File: config.mk
export PLATFORM = sky130hd
export DESIGN_NAME = serial_adder_flat
export DESIGN_NICKNAME = d
export VERILOG_FILES = /design/src/rtl/serial_adder_if.sv /design/src/rtl/serial_adder.sv /design/src/flat_wrapper.sv
export SDC_FILE = /design/constraint.sdc
export NUM_CORES = 1
export LEC_CHECK = 0
export CAP_MARGIN = 40
export CORE_MARGIN = 5
export CORE_UTILIZATION = 53
export CTS_BUF_LIST = sky130_fd_sc_hd__clkbuf_16
export DETAILED_ROUTE_END_ITERATION = 12
export PLACE_DENSITY = 0.84
export SETUP_SLACK_MARGIN = 0.02
export SLEW_MARGIN = 20
export SYNTH_ARGS = -nofsm -noshare
export SYNTH_HDL_FRONTEND = slang
export SYNTH_SLANG_ARGS = --single-unit
File: constraint.sdc
create_clock -name clk_in -period 1.9 [get_ports clk_in]
set_input_delay 0.19 -clock clk_in [delete_from_list [all_inputs] [get_ports clk_in]]
set_output_delay 0.19 -clock clk_in [all_outputs]
set_load 0.02 [all_outputs]
File: src/rtl/serial_adder_if.sv
// rtl/serial_adder_if.sv - operand and result handshake bundle for serial_adder
interface serial_adder_if #(
  parameter int WIDTH = 8
);
  logic [WIDTH-1:0] a_in;
  logic [WIDTH-1:0] b_in;
  logic             cin_in;
  logic             valid_in;
  logic             ready_out;
  logic [WIDTH-1:0] sum_out;
  logic             carry_out;
  logic             valid_out;
  logic             ready_in;

  modport master (
    output a_in, b_in, cin_in, valid_in, ready_in,
    input  ready_out, sum_out, carry_out, valid_out
  );

  modport slave (
    input  a_in, b_in, cin_in, valid_in, ready_in,
    output ready_out, sum_out, carry_out, valid_out
  );
endinterface

File: src/rtl/serial_adder.sv
// rtl/serial_adder.sv - bit-serial adder, LSB first, one bit per clock
module serial_adder #(
  parameter int WIDTH = 8
) (
  input  logic         clk_in,
  input  logic         rst_in,
  serial_adder_if.slave bus
);

  localparam int CW = $clog2(WIDTH + 1);

  typedef enum logic [1:0] {IDLE, SHIFT, DONE} state_t;

  state_t           state_q, state_d;
  logic [CW-1:0]    cnt_q, cnt_d;
  logic [WIDTH-1:0] a_q, a_d;
  logic [WIDTH-1:0] b_q, b_d;
  logic [WIDTH-1:0] sum_q, sum_d;
  logic             carry_q, carry_d;

  logic ha0_s, ha0_c, ha1_s, ha1_c, fa_c;

  // Full adder as two half adders joined by an OR on the carries
  assign ha0_s = a_q[0] ^ b_q[0];
  assign ha0_c = a_q[0] & b_q[0];
  assign ha1_s = ha0_s ^ carry_q;
  assign ha1_c = ha0_s & carry_q;
  assign fa_c  = ha0_c | ha1_c;

  always_comb begin
    state_d = state_q;
    cnt_d   = cnt_q;
    a_d     = a_q;
    b_d     = b_q;
    sum_d   = sum_q;
    carry_d = carry_q;
    case (state_q)
      IDLE: begin
        if (bus.valid_in) begin
          a_d     = bus.a_in;
          b_d     = bus.b_in;
          carry_d = bus.cin_in;
          cnt_d   = '0;
          state_d = SHIFT;
        end
      end
      SHIFT: begin
        a_d     = {1'b0, a_q[WIDTH-1:1]};
        b_d     = {1'b0, b_q[WIDTH-1:1]};
        sum_d   = {ha1_s, sum_q[WIDTH-1:1]};
        carry_d = fa_c;
        cnt_d   = cnt_q + 1'b1;
        if (cnt_q == CW'(WIDTH - 1)) begin
          state_d = DONE;
        end
      end
      DONE: begin
        if (bus.ready_in) begin
          state_d = IDLE;
        end
      end
      default: state_d = IDLE;
    endcase
  end

  always_ff @(posedge clk_in) begin
    if (rst_in) begin
      state_q <= IDLE;
      cnt_q   <= '0;
      a_q     <= '0;
      b_q     <= '0;
      sum_q   <= '0;
      carry_q <= 1'b0;
    end else begin
      state_q <= state_d;
      cnt_q   <= cnt_d;
      a_q     <= a_d;
      b_q     <= b_d;
      sum_q   <= sum_d;
      carry_q <= carry_d;
    end
  end

  assign bus.ready_out = (state_q == IDLE);
  assign bus.valid_out = (state_q == DONE);
  assign bus.sum_out   = sum_q;
  assign bus.carry_out = carry_q;

endmodule

File: src/flat_wrapper.sv
// flat-port wrapper written by rule: the top's interface ports become plain ports
module serial_adder_flat 
#(
  parameter int WIDTH = 8
)
  (clk_in, rst_in, bus_a_in, bus_b_in, bus_cin_in, bus_valid_in, bus_ready_in, bus_ready_out, bus_sum_out, bus_carry_out, bus_valid_out);
  serial_adder_if #(.WIDTH(WIDTH)) bus_i ();
  input  logic clk_in;
  input  logic rst_in;
  input wire logic [$bits(bus_i.a_in)-1:0] bus_a_in;
  input wire logic [$bits(bus_i.b_in)-1:0] bus_b_in;
  input wire logic [$bits(bus_i.cin_in)-1:0] bus_cin_in;
  input wire logic [$bits(bus_i.valid_in)-1:0] bus_valid_in;
  input wire logic [$bits(bus_i.ready_in)-1:0] bus_ready_in;
  output wire logic [$bits(bus_i.ready_out)-1:0] bus_ready_out;
  output wire logic [$bits(bus_i.sum_out)-1:0] bus_sum_out;
  output wire logic [$bits(bus_i.carry_out)-1:0] bus_carry_out;
  output wire logic [$bits(bus_i.valid_out)-1:0] bus_valid_out;
  assign bus_i.a_in = bus_a_in;
  assign bus_i.b_in = bus_b_in;
  assign bus_i.cin_in = bus_cin_in;
  assign bus_i.valid_in = bus_valid_in;
  assign bus_i.ready_in = bus_ready_in;
  assign bus_ready_out = bus_i.ready_out;
  assign bus_sum_out = bus_i.sum_out;
  assign bus_carry_out = bus_i.carry_out;
  assign bus_valid_out = bus_i.valid_out;
  serial_adder #(.WIDTH(WIDTH)) u_core (.clk_in(clk_in), .rst_in(rst_in), .bus(bus_i));
endmodule
Fig. 1: run 1, PDN straps and rails
Scale bar: 20 um. Pins as bars on the die edge.
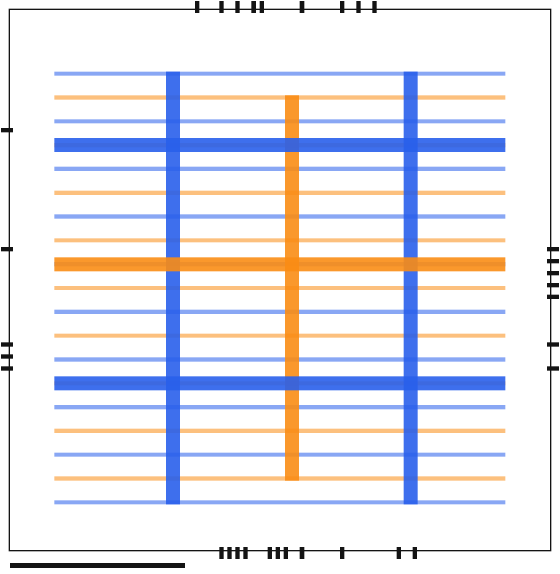
orange -> VDD
blue -> VSS
met1 rails = 19
rows = 18
met4 straps = 3

Fig. 2: run 1, placed cells, one color a class
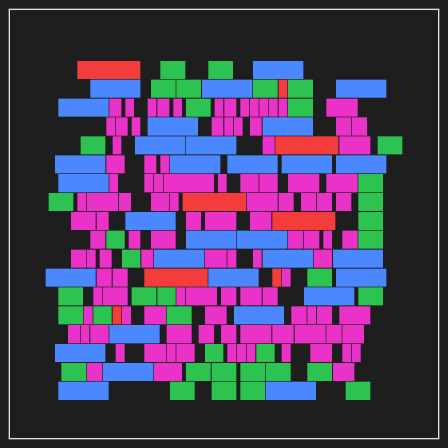
red -> clock drivers and dummy loads  # cells 8, share of their area 7.5%
magenta -> all other logic  # cells 110, share of their area 39%
blue -> flip-flops  # cells 31, share of their area 34%
green -> other buffers and delay cells  # cells 37, share of their area 20%
core area: 0.00252 mm^2
fin area: 0.00186 mm^2
post-layout util: 73.6%

Fig. 3: run 1, clock distribution
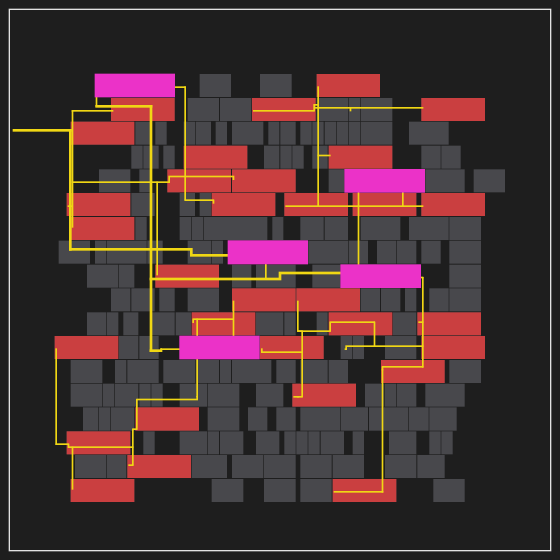
magenta -> cells driving clock nets  # count 5
yellow -> clock wires  # length 377 um
red -> flip-flops  # count 31
routed clock nets = 6
flops lie = spread over the die
clock share of power: 43.2%
Worst-Skew Late Latency: 0.27 ns

Fig. 4: run 1, routed metal, one color a layer
Scale bar: 20 um.
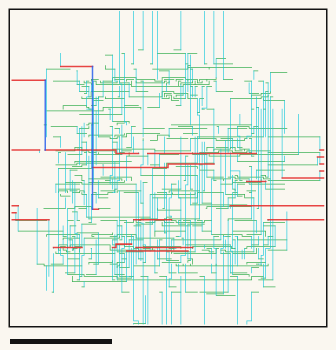
cyan -> met2  # wire length 1570 um
red -> met3  # wire length 177 um
green -> met1  # wire length 1360 um
blue -> met4  # wire length 41.5 um
GRT Total Usage: 18.2%
via count: 1205
total wire length: 3150 um
DR WL/cell: 14.6 um

==> impl_metrics.csv, run 1 <==
group,metric,value,unit
finish,drive_above_1_share,17.2,%
outcome,status,"complete, no violations",
yosys,synth-main-ff-cell,"dfxtp_1",
job,warning_count,26,
yosys,ys_ff,31,
global_route,antenna_found_initial,0,
global_route,grt_pass1_wl,5070,um
yosys,ys_area,0.00142,mm^2
finish,finalNonFillerCells,216,
finish,clockNetworkAreaShare,7.35,%
yosys,top_area_cell,"dfxtp_1",
worst_setup_path,cpMaxStageDelayCell,"clkdlybuf4s50_1",
worst_setup_path,reg2reg_depth,3,
min_path,hp-class,"reg2reg",
timing,rsz0062_at_grt,"false",
timing,worst_pin_slew,0.644,ns
power_and_ir_drop,cellPowerDensity,895,mW/mm^2
worst_setup_path,path_max_fanout,12,
yosys,ys.warnings.count,0,
power_and_ir_drop,maxPowerGroup,"sequential cells",
route,drc,0,
finish,logic_gate_count,107,
finish,antennaDiodeCount,0,
placed_design,pre_cts_slack,0.348,ns
power_and_ir_drop,clock_power,0.718,mW
clock_network,cts_max_path_buffers,2,
timing,fin_tns_setup,0,ns
power_and_ir_drop,combPwrFrac,13.4,%
worst_setup_path,r2r-start,"u_core.state_q[0]",
power_and_ir_drop,power.total,1.66,mW
worst_setup_path,critical_path_buf_inv_count,1,
yosys,edf_count,0,
min_path,hold_start,"u_core.bus.sum_out[0]",
clock_network,numCtsBuffers,5,
worst_setup_path,reg2reg_to,"u_core.a_q[6]",
yosys,top_area_share,43.9,%
clock_network,cts_resized,0,
finish,signal_buffers,37,
job,max_cap_viol_count,0,
worst_setup_path,criticalPathCategory,"reg2out",
yosys,netlist_logic_family_top,"AND-OR/OR-AND gates",
yosys,synthAoiAreaFrac,27.6,%
power_and_ir_drop,seq_power,0.721,mW
## run 1: how the worst max path moves through the flow
stage                            from               to  slack [ns]  depth (start not counted)
floorplan           u_core.state_q[0]    u_core.a_q[7]        0.67                          5
global placement         bus_valid_in  u_core.cnt_q[2]        0.41                          5
detailed placement       bus_valid_in    u_core.a_q[0]        0.35                          5
CTS                 u_core.state_q[0]    bus_ready_out        0.16                          2
global route        u_core.state_q[0]    bus_ready_out        0.07                          2
finish              u_core.state_q[0]    bus_ready_out        0.16                          2
## run 1: routing by layer
metal,routed length (um),up-vias,GRT usage (%)
li1,-,603,-
met1,1360,564,21.8
met2,1570,33,30.3
met3,176,5,5.03
met4,41,0,7.88
met5,0,-,0
==> inputs of run 2 (changes only) <==
--- a/config.mk
+++ b/config.mk
@@ -7,10 +7,10 @@
 export LEC_CHECK = 0
 export CAP_MARGIN = 40
 export CORE_MARGIN = 5
-export CORE_UTILIZATION = 53
+export CORE_UTILIZATION = 40
 export CTS_BUF_LIST = sky130_fd_sc_hd__clkbuf_16
 export DETAILED_ROUTE_END_ITERATION = 12
-export PLACE_DENSITY = 0.84
+export PLACE_DENSITY = 0.66
 export SETUP_SLACK_MARGIN = 0.02
 export SLEW_MARGIN = 20
 export SYNTH_ARGS = -nofsm -noshare
Fig. 5: run 2, routed metal, one color a layer
Scale bar: 20 um.
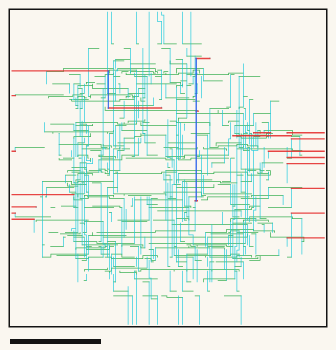
cyan -> met2  # wire length 1490 um
green -> met1  # wire length 1520 um
blue -> met4  # wire length 39.4 um
red -> met3  # wire length 145 um

==> impl_metrics.csv, run 2 <==
group,metric,value,unit
outcome,status,"complete, no violations",
job,warning_count,26,
worst_setup_path,critical_path.startpoint,"u_core.state_q[0]",
power_and_ir_drop,clock_power,0.725,mW
worst_setup_path,worst-path-stages,2,
worst_setup_path,r2r-start,"u_core.state_q[0]",
worst_setup_path,reg2reg_depth,3,
finish,drive_above_1_share,17.8,%
worst_setup_path,cp-endpoint,"bus_ready_out",
route,routed.top_layer,"met4",
route,drc,0,
clock_network,cts_max_path_buffers,2,
finish,antennaDiodeCount,0,
clock_network,cts_resized,0,
yosys,ys_area,0.00142,mm^2
worst_setup_path,criticalPathCategory,"reg2out",
finish,clockNetworkAreaShare,7.14,%
global_route,grt_pass1_wl,5460,um
finish,logic_gate_count,107,
route,dr_wl_met3,145,um
yosys,synthAoiAreaFrac,27.6,%
yosys,ys_ff,31,
yosys,top_area_cell,"dfxtp_1",
finish,signal_buffers,37,
clock_network,clk_latency,0.27,ns
power_and_ir_drop,cellPowerDensity,889,mW/mm^2
power_and_ir_drop,maxPowerGroup,"the clock network",
worst_setup_path,critical_path_buf_inv_count,1,
yosys,top_area_share,43.9,%
min_path,hp-class,"reg2reg",
finish,finalNonFillerCells,231,
yosys,ys.warnings.count,0,
global_route,busiest_layer,"met2",
worst_setup_path,path_max_fanout,13,
yosys,edf_count,0,
global_route,use_met1,16.4,%
route,wl_met1,1520,um
route,wl_per_cell,13.8,um
clock_network,numCtsBuffers,5,
job,max_cap_viol_count,0,
min_path,hold_start,"u_core.bus.sum_out[0]",
worst_setup_path,reg2reg_to,"u_core.b_q[2]",
global_route,antenna_found_initial,0,
route,finalWirelength,3190,um
timing,worst_pin_slew,0.655,ns
timing,rsz0062_at_grt,"false",
yosys,netlist_logic_family_top,"AND-OR/OR-AND gates",
finish,utilization,55.3,%
route,wl_met2,1490,um
global_route,grt_use_met3,5.80,%
worst_setup_path,cpMaxStageDelayCell,"clkdlybuf4s50_1",
power_and_ir_drop,seq_power,0.722,mW
power_and_ir_drop,combPwrFrac,13.2,%
timing,fin_tns_setup,0,ns
Fig. 6: run 2, congestion heat map
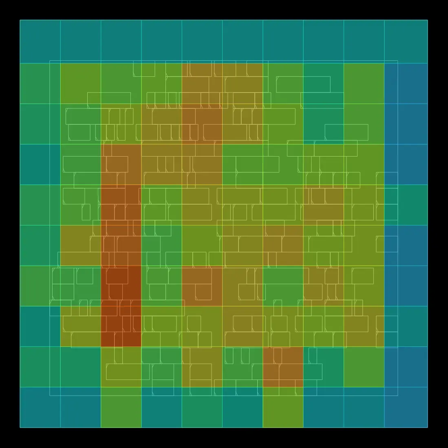
GRT Total Usage: 13.9%
routing usage on met2: 22.4%

## run 2: per-stage QoR
step	power [mW]	area [um^2]
finish	1.67	1870
global route	1.74	1870
CTS	1.70	1870
detailed placement	0.954	1740
global placement	0.949	1740
floorplan	0.876	1420
## run 2: worst min-delay path by stage
| stage | endpoint | slack, ns | cells after the start |
|---|---|---|---|
| floorplan | u_core.state_q[0] | 0.27 | 1 |
| global placement | u_core.bus.sum_out[0] | 0.44 | 2 |
| detailed placement | u_core.bus.sum_out[0] | 0.46 | 2 |
| CTS | u_core.bus.sum_out[0] | 0.47 | 2 |
| global route | u_core.bus.sum_out[1] | 0.50 | 2 |
| finish | u_core.bus.sum_out[0] | 0.46 | 2 |
Power figures rest on the tool's default switching activity, not on a simulated workload.
